**src/rtl/pack_pkg.sv**
```systemverilog
// pack_pkg: shared state encodings and constants for the pack link controllers
package pack_pkg;
    localparam logic [1:0] ST_IDLE = 2'd0;
    localparam logic [1:0] ST_XFER = 2'd1;
    localparam logic [1:0] ST_GAP = 2'd2;
    localparam logic [7:0] ABORT_BYTE = 8'hEE;
    localparam logic SRC_PK = 1'b0;
    localparam logic SRC_HK = 1'b1;
endpackage

```
**src/rtl/pk_link_wdog.sv**
```systemverilog
// pk_link_wdog: saturating stall counter that fires after TO_CYC cycles without a clear
module pk_link_wdog #(
    parameter int TO_CYC = 1024
) (
    input  logic clk_sys,
    input  logic rst_n,
    input  logic en,
    input  logic clr,
    output logic fire
);
    localparam logic [15:0] LIM = 16'(TO_CYC - 1);
    logic [15:0] cnt_q, cnt_d;
    always_comb begin
        fire = en && !clr && cnt_q == LIM;
        cnt_d = (!en || clr || fire) ? 16'd0 : (cnt_q == 16'hFFFF ? cnt_q : cnt_q + 16'd1);
    end
    always_ff @(posedge clk_sys) begin
        if (!rst_n) cnt_q <= 16'd0;
        else cnt_q <= cnt_d;
    end
endmodule

```
**src/rtl/pk_link_arb.sv**
```systemverilog
// pk_link_arb: frame-atomic two-source uplink arbiter; define PK_LINK_ARB_STAT_EN for frame/abort counters
module pk_link_arb
    import pack_pkg::*;
#(
    parameter int GAP_CYC = 4,
    parameter int TO_CYC = 1024
) (
    input  logic       clk_sys,
    input  logic       rst_n,
    input  logic       cfg_en,
    input  logic       cfg_pri0,
    input  logic       req0,
    output logic       gnt0,
    input  logic [7:0] data0,
    input  logic       vld0,
    input  logic       eof0,
    input  logic       req1,
    output logic       gnt1,
    input  logic [7:0] data1,
    input  logic       vld1,
    input  logic       eof1,
    output logic [7:0] tx_data,
    output logic       tx_vld,
    output logic       tx_eof,
    output logic       busy,
    output logic       err_to
`ifdef PK_LINK_ARB_STAT_EN
    ,
    output logic [15:0] stat_frm0,
    output logic [15:0] stat_frm1,
    output logic [7:0]  stat_abort
`endif
);
    localparam logic [7:0] GAP_LD = 8'(GAP_CYC - 1);
    logic [1:0] state_q, state_d;
    logic       sel_q, sel_d, rr_last_q, rr_last_d;
    logic [7:0] gap_q, gap_d, tx_data_q, tx_data_d;
    logic       tx_vld_q, tx_vld_d, tx_eof_q, tx_eof_d, err_to_q;
    logic       xfer, g_vld, g_eof, g_end, win, fire;
    logic [7:0] g_data;
    pk_link_wdog #(.TO_CYC(TO_CYC)) u_wdog (
        .clk_sys(clk_sys),
        .rst_n  (rst_n),
        .en     (xfer),
        .clr    (g_vld),
        .fire   (fire)
    );
    always_comb begin
        xfer = state_q == ST_XFER;
        g_vld = xfer && (sel_q ? vld1 : vld0);
        g_eof = sel_q ? eof1 : eof0;
        g_data = sel_q ? data1 : data0;
        g_end = g_vld && g_eof;
        // contention: fixed priority favours source 0, otherwise alternate away from the last winner
        win = (req0 && req1) ? (cfg_pri0 ? SRC_PK : !rr_last_q) : (req1 ? SRC_HK : SRC_PK);
        state_d = state_q;
        sel_d = sel_q;
        rr_last_d = rr_last_q;
        gap_d = gap_q;
        if (state_q == ST_IDLE) begin
            if (cfg_en && (req0 || req1)) begin
                state_d = ST_XFER;
                sel_d = win;
                rr_last_d = win;
            end
        end else if (xfer) begin
            if (g_end || fire) begin
                state_d = ST_GAP;
                gap_d = GAP_LD;
            end
        end else begin
            state_d = gap_q == 8'd0 ? ST_IDLE : state_q;
            gap_d = gap_q == 8'd0 ? gap_q : gap_q - 8'd1;
        end
        tx_vld_d = g_vld || fire;
        tx_eof_d = g_end || fire;
        tx_data_d = g_vld ? g_data : (fire ? ABORT_BYTE : 8'h00);
    end
    always_ff @(posedge clk_sys) begin
        if (!rst_n) begin
            state_q <= ST_IDLE;
            sel_q <= SRC_PK;
            rr_last_q <= SRC_HK;
            gap_q <= 8'd0;
            tx_data_q <= 8'h00;
            tx_vld_q <= 1'b0;
            tx_eof_q <= 1'b0;
            err_to_q <= 1'b0;
        end else begin
            state_q <= state_d;
            sel_q <= sel_d;
            rr_last_q <= rr_last_d;
            gap_q <= gap_d;
            tx_data_q <= tx_data_d;
            tx_vld_q <= tx_vld_d;
            tx_eof_q <= tx_eof_d;
            err_to_q <= fire;
        end
    end
    assign gnt0 = xfer && sel_q == SRC_PK;
    assign gnt1 = xfer && sel_q == SRC_HK;
    assign busy = state_q != ST_IDLE;
    assign tx_data = tx_data_q;
    assign tx_vld = tx_vld_q;
    assign tx_eof = tx_eof_q;
    assign err_to = err_to_q;
`ifdef PK_LINK_ARB_STAT_EN
    logic [15:0] frm0_q, frm0_d, frm1_q, frm1_d;
    logic [7:0]  abort_q, abort_d;
    always_comb begin
        frm0_d = frm0_q + 16'((g_end && sel_q == SRC_PK) ? 1 : 0);
        frm1_d = frm1_q + 16'((g_end && sel_q == SRC_HK) ? 1 : 0);
        abort_d = abort_q + 8'(fire ? 1 : 0);
    end
    always_ff @(posedge clk_sys) begin
        if (!rst_n) begin
            frm0_q <= 16'd0;
            frm1_q <= 16'd0;
            abort_q <= 8'd0;
        end else begin
            frm0_q <= frm0_d;
            frm1_q <= frm1_d;
            abort_q <= abort_d;
        end
    end
    assign stat_frm0 = frm0_q;
    assign stat_frm1 = frm1_q;
    assign stat_abort = abort_q;
`endif
endmodule

```
**config.mk**
```make
export PLATFORM = sky130hd
export DESIGN_NAME = pk_link_arb
export DESIGN_NICKNAME = d
export VERILOG_FILES = /design/src/rtl/pack_pkg.sv /design/src/rtl/pk_link_wdog.sv /design/src/rtl/pk_link_arb.sv
export SDC_FILE = /design/constraint.sdc
export NUM_CORES = 1
export LEC_CHECK = 0
export CAP_MARGIN = 10
export CORE_ASPECT_RATIO = 0.6
export CORE_MARGIN = 2
export CORE_UTILIZATION = 35
export DETAILED_ROUTE_END_ITERATION = 6
export PLACE_DENSITY = 0.62
export SYNTH_ARGS = -nofsm -noshare
export SYNTH_HDL_FRONTEND = slang
export SYNTH_SLANG_ARGS = --single-unit
```
**constraint.sdc**
```tcl
create_clock -name clk_sys -period 2.1 [get_ports clk_sys]
set_input_delay 0.42 -clock clk_sys [delete_from_list [all_inputs] [get_ports clk_sys]]
set_output_delay 0.42 -clock clk_sys [all_outputs]
set_load 0.005 [all_outputs]
```
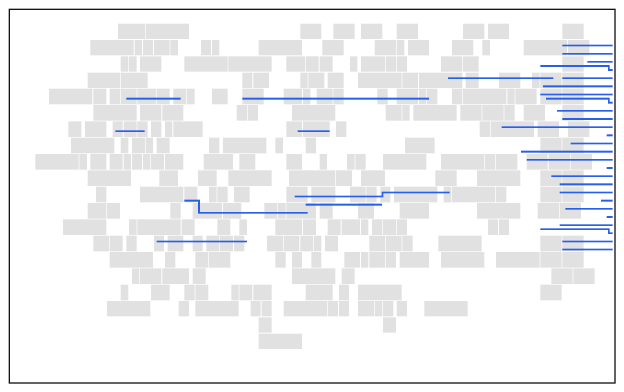
(images/layer_met3.png)
Scale: 6 px per um.
nets with wire on the layer: 33
wire length on this layer: 364 um
share of all routed wire: 7.6%
longest straight run: 30.8 um
main direction: horizontal

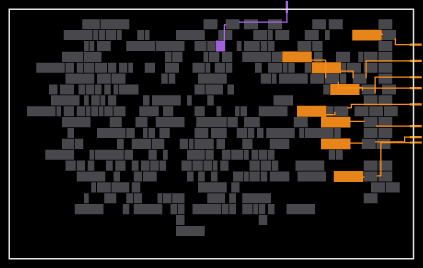
(images/io_fan.png)
Scale: 4 px per um.
| port | color | bits | direction | edge | end cells | buffers | wire |
|---|---|---|---|---|---|---|---|
| `tx_data` | orange | 8 | output | right | 8 | 8 | 134 um |
| `gnt1` | purple | 1 | output | top | 1 | 1 | 19.6 um |
num ports: 40
Port Buffer Count: 39

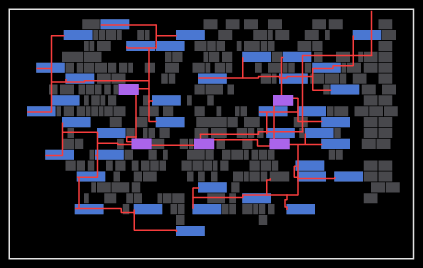
(images/clk_routes.png)
Scale: 4 px per um.
[clock drivers] purple | count: 5
[flip-flops] blue | count: 39
[clock wires] red | length: 540 um
routed clock nets: 6
insertion delay of the later-clocked pin in the worst-skew pair: 0.29 ns
post-route clock skew: 0.00628 ns
relative contribution of the clock network to total power: 32.9%

==> worst max-delay path: stages (launching register included) <==
cell,delay (ns)
dfxtp_1,0.37
nand2b_2,0.27
nor2_1,0.12
clkdlybuf4s50_1,0.51
==> state kept, by name (all words and copies together) (netlist names) <==
| signal | count |
|---|---|
| u_wdog.cnt_q | 16 |
| gap_q | 8 |
| tx_data | 8 |
| state_q | 2 |
| err_to | 1 |
| rr_last_q | 1 |
| sel_q | 1 |
| tx_eof | 1 |
| tx_vld | 1 |
==> cell type report <==
cell class                 count  area (um^2)  share of cell area (%)
multi-input combinational    168         1120                    43.6
sequential                    39          781                    30.5
timing repair buffer          47          450                    17.6
tap                           69         86.3                    3.37
clock buffer                   6         82.6                    3.23
inverter                      10         37.5                    1.47
clock inverter                 1         5.00                   0.196
==> out/README.md <==
| Stage | Result | Reported |
|---|---|---|
| outcome | Outcome | finished clean |
| sta | Remaining max-slew budget at the tightest pin | 60.7% |
| clocking | TritonCTS clock tree | yes |
| drt | Sum of met3 wire segment lengths after detailed routing | 364 um |
| grt | Met1 usage in global routing | 24.8% |
| worst setup path | Number of cells traversed by the worst register-to-register path | 4 |
| cells and area | Post-route cell area | 2560 um^2 |
| worst setup path | Critical path destination | gnt0 |
| drt | Number of DRC markers after the initial detailed-route iteration | 117 |
| power and ir drop | Leading power group | sequential cells |
| grt | Global-route track usage on met2 | 21.0% |
| cells and area | Count of placed standard cells in the final layout, fillers left out | 340 |
| clocking | Post_cts resized | 0 |
| power and ir drop | Gate power share | 16.0% |
| clocking | TritonCTS Buffers | 5 |
| floorplanning | Total die size | 6250 um^2 |
| clocking | Total number of clock tree sinks | 39 |
| sta | Final critical-path share of the clock period | 93.4% |
| drt | Number of optimization iterations in the first detailed-route pass | 4 |
| grt | Via count of the first global-routing pass | 1,553 |
| sta | Transition at the pin with the smallest max-transition slack | 0.588 ns |
| drt | Total wire length after detailed routing | 4.79 mm |
| synthesis | Async S/R FF share, synth | 0% |
| synthesis | Number of flops mapped to enable cells by yosys | 0 |
| cells and area | Layout Nets | 300 |
| power and ir drop | Total clock network power | 0.000513 W |
| cells and area | Filler cells | 525 |
| synthesis | Post-Syn Area | 1960 um^2 |
| cells and area | Final design utilization | 46.6% |
| drt | Post-route met1 wirelength | 2.68 mm |
| worst setup path | Worst-path maximum fanout | 7 |
| drt | Uppermost signal routing layer after detailed routing | met4 |
| synthesis | Fraction of the mapped netlist area in adder cells | 1.91% |
| worst setup path | Capturing point of the worst reg2reg path | gap_q[2]$_SDFFE_PN0P_ |
| clocking | Number of hold buffers added after cts | 0 |
| synthesis | Dominant comb cell | simple AND/OR/NAND/NOR gates |
| synthesis | Synth top area cells | dfxtp_1, a21oi_1, mux2i_1 |
| synthesis | XOR/XNOR Fraction of Synth Area | 0.892% |
| grt | Number of antenna violations at the first check in global routing | 0 |
| drt | Vias per Instance | 5.27 |
| worst setup path | Worst setup startpoint | state_q[1]$_SDFFE_PN0P_ |
| placed design | Final HPWL from detailed placement | 3.64 mm |
| synthesis | Flip-flop cell with the highest count after synthesis | dfxtp_1 |
| synthesis | Synth Instances | 223 |
| synthesis | Simple-Gate Area Share | 29.2% |
| sta | Final TNS setup | 0 ns |
| cells and area | Ratio of cells with drive above 1 in the final layout | 12.2% |
| power and ir drop | Total power divided by cell area | 608 nW/um^2 |
| synthesis | Post-Synthesis Mean Instance Area | 8.81 um^2 |
| floorplanning | Number of placement rows | 21 |
| hold path | Hold Path Origin | rr_last_q$_SDFFE_PN1P_ |
| grt | Global-route wire length before repair | 7.73 mm |
| synthesis | Top cells by instance count after synthesis | dfxtp_1, a21oi_1, o21ai_0 |
| grt | Maximum number of pins on one net before global-route repair | 18 |
| cells and area | Area growth, synth to finish | 30.3% |
| grt | GRT met3 Usage | 5.15% |
| worst setup path | Worst EP required | 1.68 ns |
| synthesis | Top cell type's share of synthesized area | 39.7% |
| sta | Time the worst path needs with I/O delays and setup | 1.96 ns |
| clocking | Clock tree buffer depth | 2 |
| drt | Final ANT Viol Nets | 0 |
| cells and area | Antenna fix cells | 0 |
| worst setup path | Startpoint type of the worst setup path | flop |
| power and ir drop | Portion of total power attributed to sequential cells | 51.1% |
| synthesis | Flops & latches, synth | 39 |
| hold path | Hold WC Path Type | reg2reg |
| worst setup path | Type of destination of the critical path | output port |
| worst setup path | CP arrival | 1.54 ns |
| power and ir drop | P_comb | 0.000249 W |
| drt | Number of vias after detailed routing | 1,793 |
| synthesis | Netlist cell types | 57 |
| synthesis | Cell type with the highest aggregate area in the netlist | dfxtp_1 |
| floorplanning | Chip height | 62.0 um |
| power and ir drop | Total sequential power | 0.000796 W |
| cells and area | Dominant logic cell types in the final layout | dfxtp_1, clkdlybuf4s50_1, a21oi_1, o21ai_0, nor2_1 |
| clocking | H-tree level count | 2 |
| synthesis | Area fraction in compound gates after synthesis | 19.6% |
| power and ir drop | Cell-internal power | 0.00116 W |
| drt | DR DRC count | 0 |
| clocking | Clk root buf | clkbuf_8 |
| placed design | Number of instances in the placed design | 333 |
| floorplanning | Area of the core region | 5490 um^2 |
| sta | # setup viols final | 0 |
| synthesis | Cells in synth_stat.txt | 223 |
| worst setup path | Reg2reg setup slack | 0.20 ns |
| sta | Setup repair after global routing missed its margin | no |
| run | Number of maximum-capacitance violations | 0 |
| sta | Worst hold margin | 0.462 ns |
| placed design | Routability cong. | 0.846 |
| floorplanning | Chip Width | 101 um |
| clocking | Post-CTS Repair Setup Buffers | 0 |
| power and ir drop | IR drop worst, VDD | 0.000290 V |
| grt | Layer carrying the most global-route usage | met1 |
| power and ir drop | Switching share of power | 25.3% |
| sta | Number of slew-limit violations in the final report | 0 |
| floorplanning | Floorplan Utilization | 35.8% |
| clocking | CTS clock-pin slew for the worst setup and hold paths | 0.08 ns |
| synthesis | Synthesis area per yosys | 1960 um^2 |
| worst setup path | Setup Crit Path Kind | reg2out |
| worst setup path | Reg-to-Reg Start | u_wdog.cnt_q[7]$_SDFFE_PP0P_ |
| synthesis | Sequential area share after synthesis | 39.7% |
| synthesis | Syn Nets | 252 |
| sta | PnR worst setup slack | 0.138 ns |
| grt | Total grt overflow | 0 |
| synthesis | Yosys warns | 0 |
| sta | Highest achievable clock rate | 0.510 GHz |
| hold path | End point of the worst hold path | rr_last_q$_SDFFE_PN1P_ |
| run | Log Warnings | 27 |
| hold path | Number of cells on the worst hold path | 2 |
| placed design | Cell Area, Placed | 2470 um^2 |
| power and ir drop | Final total power | 0.00156 W |
| synthesis | Most used standard cell by instance count after synthesis | dfxtp_1 |
| power and ir drop | Leakage power total | 0.863 nW |
| placed design | Pre-CTS worst setup slack | 0.167 ns |
| synthesis | Mux cell area share | 5.16% |
| drt | Routed wirelength normalized by instance count | 14.1 um |
| drt | DR WL met2 | 1.73 mm |
| power and ir drop | Net switching power figure | 0.000394 W |
| sta | Total count of hold-check failures in the final report | 0 |
| grt | Total routing resource utilization after global routing | 16.0% |
No activity file was given, so power comes from the tool's default toggle rates.
